==> src/rtl/bcd_pkg.sv <==
// Shared types and constants for the four-digit BCD scan counter.
// Latency: n/a (package only).
// Backpressure: n/a (package only).
package bcd_pkg;

    localparam int unsigned NUM_DIGITS = 4;

    typedef logic [3:0] bcd_digit_t;

    localparam bcd_digit_t BCD_MAX = 4'd9;

    // True when every nibble of a packed four-digit word is a legal decimal digit.
    function automatic logic bcd_word_ok(input logic [4*NUM_DIGITS-1:0] w);
        logic ok;
        ok = 1'b1;
        for (int i = 0; i < NUM_DIGITS; i++) begin
            if (w[4*i +: 4] > BCD_MAX) begin
                ok = 1'b0;
            end
        end
        return ok;
    endfunction

endpackage

==> src/rtl/bcd_digit_cell.sv <==
// One decade of the BCD counter: clear, load, or step up/down when carry-in is set.
// Latency: digit updates on the next rising edge; carry-out is combinational from the held digit.
// Backpressure: none; chained cells ripple carry/borrow within one cycle.
//
// Ports: clk/rst_n clock and async reset; clr_i, load_i, load_dig_i synchronous controls;
//        ci_i carry/borrow in (step request); up_i direction; dig_o held digit; co_o carry/borrow out.
module bcd_digit_cell
    import bcd_pkg::*;
(
    input  logic       clk,
    input  logic       rst_n,
    input  logic       clr_i,
    input  logic       load_i,
    input  bcd_digit_t load_dig_i,
    input  logic       ci_i,
    input  logic       up_i,
    output bcd_digit_t dig_o,
    output logic       co_o
);

    bcd_digit_t dig_q;
    bcd_digit_t dig_d;

    always_comb begin
        dig_d = dig_q;
        if (clr_i) begin
            dig_d = '0;
        end else if (load_i) begin
            dig_d = load_dig_i;
        end else if (ci_i) begin
            if (up_i) begin
                dig_d = (dig_q == BCD_MAX) ? 4'd0 : dig_q + 4'd1;
            end else begin
                dig_d = (dig_q == 4'd0) ? BCD_MAX : dig_q - 4'd1;
            end
        end
    end

    always_ff @(posedge clk or negedge rst_n) begin
        if (!rst_n) begin
            dig_q <= '0;
        end else begin
            dig_q <= dig_d;
        end
    end

    // The next decade steps only when this one is stepping across its wrap point.
    assign co_o  = ci_i && (up_i ? (dig_q == BCD_MAX) : (dig_q == 4'd0));
    assign dig_o = dig_q;

endmodule

==> src/rtl/bcd_scan_counter.sv <==
// Four-digit up/down BCD counter with clear/load, wrap pulse, and multiplexed 7-segment scan.
// Latency: count/carry/load_err one cycle after sampled request; scan slot = SCAN_DIV cycles.
// Backpressure: none; clr > load > en, lower-priority requests in the same cycle are dropped.
//
// Ports: clk, rst_n; clr, load, load_val, en, up control inputs;
//        count (registered BCD), carry (wrap pulse), load_err (rejected load pulse),
//        bcd (scanned digit), dig_sel (one-hot digit enable).
module bcd_scan_counter
    import bcd_pkg::*;
#(
    parameter int unsigned SCAN_DIV = 1000
) (
    input  logic        clk,
    input  logic        rst_n,
    input  logic        clr,
    input  logic        load,
    input  logic [15:0] load_val,
    input  logic        en,
    input  logic        up,
    output logic [15:0] count,
    output logic        carry,
    output logic        load_err,
    output logic [3:0]  bcd,
    output logic [3:0]  dig_sel
);

    localparam logic [15:0] PRESC_LAST = 16'(SCAN_DIV - 1);

    logic                  load_ok;
    logic                  load_go;
    logic                  step_go;
    logic [NUM_DIGITS:0]   chain;
    bcd_digit_t            digs [NUM_DIGITS];

    logic                  carry_q;
    logic                  load_err_q;
    logic                  load_err_d;
    logic [15:0]           presc_q;
    logic [1:0]            idx_q;
    logic [3:0]            dig_sel_q;

    assign load_ok = bcd_word_ok(load_val);
    assign load_go = load && !clr && load_ok;
    // A rejected load still outranks en, so stepping is suppressed whenever load is high.
    assign step_go = en && !clr && !load;
    assign load_err_d = load && !clr && !load_ok;

    assign chain[0] = step_go;

    for (genvar g = 0; g < NUM_DIGITS; g++) begin : g_dig
        bcd_digit_cell u_cell (
            .clk        (clk),
            .rst_n      (rst_n),
            .clr_i      (clr),
            .load_i     (load_go),
            .load_dig_i (load_val[4*g +: 4]),
            .ci_i       (chain[g]),
            .up_i       (up),
            .dig_o      (digs[g]),
            .co_o       (chain[g+1])
        );
        assign count[4*g +: 4] = digs[g];
    end

    // Carry out of the top decade is exactly the 9999<->0000 wrap.
    always_ff @(posedge clk or negedge rst_n) begin
        if (!rst_n) begin
            carry_q    <= 1'b0;
            load_err_q <= 1'b0;
        end else begin
            carry_q    <= chain[NUM_DIGITS];
            load_err_q <= load_err_d;
        end
    end

    // Scan timing runs free of the counting controls.
    always_ff @(posedge clk or negedge rst_n) begin
        if (!rst_n) begin
            presc_q   <= '0;
            idx_q     <= '0;
            dig_sel_q <= 4'b0001;
        end else if (presc_q == PRESC_LAST) begin
            presc_q   <= '0;
            idx_q     <= idx_q + 2'd1;
            dig_sel_q <= {dig_sel_q[2:0], dig_sel_q[3]};
        end else begin
            presc_q   <= presc_q + 16'd1;
        end
    end

    assign carry    = carry_q;
    assign load_err = load_err_q;
    assign dig_sel  = dig_sel_q;
    assign bcd      = digs[idx_q];

endmodule
==> config.mk <==
export PLATFORM = sky130hd
export DESIGN_NAME = bcd_scan_counter
export DESIGN_NICKNAME = d
export VERILOG_FILES = /design/src/rtl/bcd_pkg.sv /design/src/rtl/bcd_digit_cell.sv /design/src/rtl/bcd_scan_counter.sv
export SDC_FILE = /design/constraint.sdc
export NUM_CORES = 1
export LEC_CHECK = 0
export ABC_AREA = 0
export CAP_MARGIN = 20
export CORE_MARGIN = 1
export CORE_UTILIZATION = 54
export DETAILED_ROUTE_END_ITERATION = 8
export PLACE_DENSITY = 0.81
export SLEW_MARGIN = 5
export SYNTH_ARGS = -nofsm -noshare
export SYNTH_HDL_FRONTEND = slang
export SYNTH_SLANG_ARGS = --single-unit
==> constraint.sdc <==
create_clock -name clk -period 3.1 [get_ports clk]
set_input_delay 0.31 -clock clk [delete_from_list [all_inputs] [get_ports clk]]
set_output_delay 0.31 -clock clk [all_outputs]
set_load 0.05 [all_outputs]
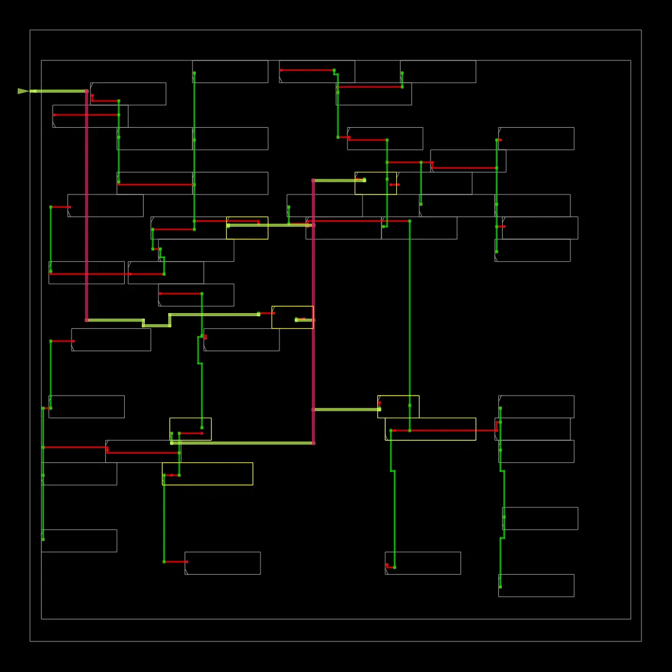
*The clock network*
registers: 40
clock buffers: 5
CTS Sinks: 40

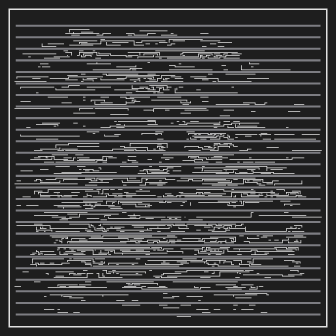
*Signal wires on met1*
Supply wires on this layer in gray.
The layer holds 42% of the routed length. The longest straight run is 26.8 um. The layer carries 2950 um of wire.

==> flow_metrics.tcl <==
# yosys + openroad results
set metrics [dict create \
    syn_area_sq_mm 0.00283 \
    utilization_pct 70.9 \
    vias_per_cell 6.13 \
    yosys_most_used_dff "dfrtp_1" \
    crit_required_ns 3.31 \
    lay_top_count "clkdlybuf4s50_1" \
    rsz0062_at_grt "false" \
    timing.final.ws_setup_ns 0.539 \
    crit_family "simple AND/OR/NAND/NOR gates" \
    worst_setup_path_start_kind "register" \
    insertion_delay_ns 0.29 \
    worst_pin_slew_ns 0.890 \
    antenna_found_initial 0 \
    fin_cells 416 \
    cp-end-kind "register" \
    hold_viol_final 0 \
    setup_viol 0 \
    dpl.cell_count 409 \
    ff_latch_area_sq_mm 0.00100 \
    cp_data_arrival_time_ns 2.77 \
    die.size.y_um 74.4 \
    criticalPathCategory "reg2reg" \
    fmax_ghz 0.391 \
    drt-initial-drc-count 359 \
    cts_setup_buffers 0 \
    period_needed_ns 2.56 \
    slew_viol_final 0 \
    fill_cells 391 \
    syn_inst 310 \
    p_per_area_mw_per_mm2 445 \
    fin_nets 381 \
    r2r_cells 7 \
    ios 48 \
    final_area_sq_mm 0.00346 \
    cp_cell_sequence "inv_1, ha_1, nor4b_1, o21ai_0, nor4b_2, a21oi_1, a211oi_1" \
    syn_area_per_cell_sq_um 9.14 \
    fp_nets 342 \
    hold_buffers 0 \
    dp_hpwl_um 4990 \
    yosysChipArea_sq_mm 0.00283 \
    lay_top_cells "46 x clkdlybuf4s50_1, 39 x dfrtp_1, 28 x nand2_1" \
    cts_root_buffer "clkbuf_8" \
    synthMuxAreaShare_pct 7.38 \
    status "finished clean" \
    overflow 0 \
    simple_gate_share_pct 24.3 \
    layout.area.comb_sq_mm 0.00169 \
    final_antenna_net_count 0 \
]
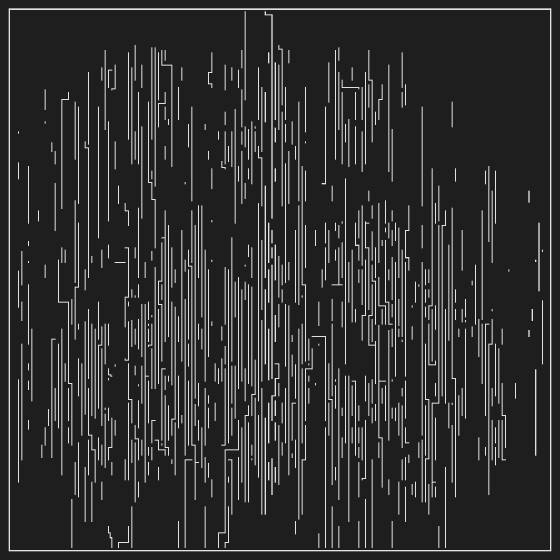
*Signal wires on met2*
The wires run mostly vertical. The layer carries 3480 um of wire. The longest straight run is 28.0 um. 326 nets have wire on it.

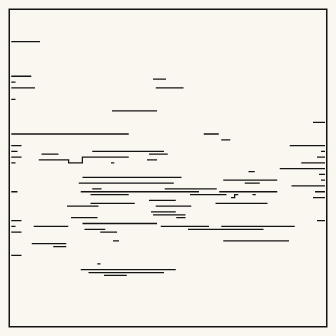
*M3 wires*
The wires run mostly horizontal. 61 nets have wire on it. The layer carries 528 um of wire. The longest straight run is 27.6 um. The layer holds 7.5% of the routed length.

[Yosys cell counts (all sizes together) (7+ instances only)]
| master | n | area, sq um |
|---|---|---|
| a21oi | 17 | 85.1 |
| clkbuf | 18 | 67.6 |
| inv | 11 | 41.3 |
| ha | 10 | 125 |
| nor3b | 7 | 52.6 |
| nor2 | 27 | 101 |
| xor2 | 10 | 87.6 |
| nand2 | 28 | 105 |
| dfrtp | 39 | 976 |
| nand3 | 14 | 75.1 |
| xnor2 | 12 | 105 |
| nand2b | 7 | 43.8 |
| o21ai | 18 | 90.1 |
[kinds of logic after synthesis]
| group | Yosys count |
|---|---|
| xor gates and xnor gates | 22 |
| and+or+nand+nor | 123 |
| AOI/OAI and AO/OA | 69 |
| buffers and inverters | 32 |
| muxes | 14 |
| DFF | 40 |
| adders and majority gates | 10 |
[state kept, by name, summed over array words and instances, names as in the netlist]
signal              count
carry                   1
presc_q                16
load_err                1
idx_q                   2
g_dig.u_cell.dig_o     16
dig_sel                 4
[layer usage]
layer	track usage [%]	up-vias	share of wire [%]
li1	-	1195	-
met1	36.9	1225	42
met2	44.5	116	49
met3	5.15	13	7.5
met4	7.76	0	1.4
met5	0	-	0
[worst register-to-register path, stage by stage, from the launching register on]
cell and delay [ns]:
dfrtp_1 0.49, inv_1 0.13, ha_1 0.30, nor4b_1 0.46, o21ai_0 0.31, nor4b_2 0.44
a21oi_1 0.12, a211oi_1 0.23
[worst max-delay path by stage]
stage | startpoint | to | depth (start not counted)
floorplan | g_dig[1].u_cell.dig_o[0] | g_dig[3].u_cell.dig_o[0] | 7
global placement | up | g_dig[2].u_cell.dig_o[2] | 6
detailed placement | g_dig[1].u_cell.dig_o[0] | g_dig[3].u_cell.dig_o[0] | 7
CTS | g_dig[1].u_cell.dig_o[0] | g_dig[3].u_cell.dig_o[0] | 7
global route | g_dig[0].u_cell.dig_o[1] | g_dig[2].u_cell.dig_o[2] | 7
finish | g_dig[0].u_cell.dig_o[1] | g_dig[2].u_cell.dig_o[2] | 7
[layout make-up]
| cell class | count | share of cell area (%) |
|---|---|---|
| Tap cell | 67 | 2.42 |
| Clock inverter | 2 | 1.74 |
| Inverter | 11 | 1.19 |
| Clock buffer | 5 | 1.99 |
| Timing Repair Buffer | 53 | 14.8 |
| Multi-Input combinational cell | 238 | 48.9 |
| Sequential cell | 40 | 29.0 |
[power by group]
part | total [mW] | switching [mW] | internal (mW)
Sequential | 0.601 | 0.0612 | 0.540
Clock | 0.497 | 0.180 | 0.317
Combinational | 0.442 | 0.260 | 0.182
Total | 1.54 | 0.501 | 1.04
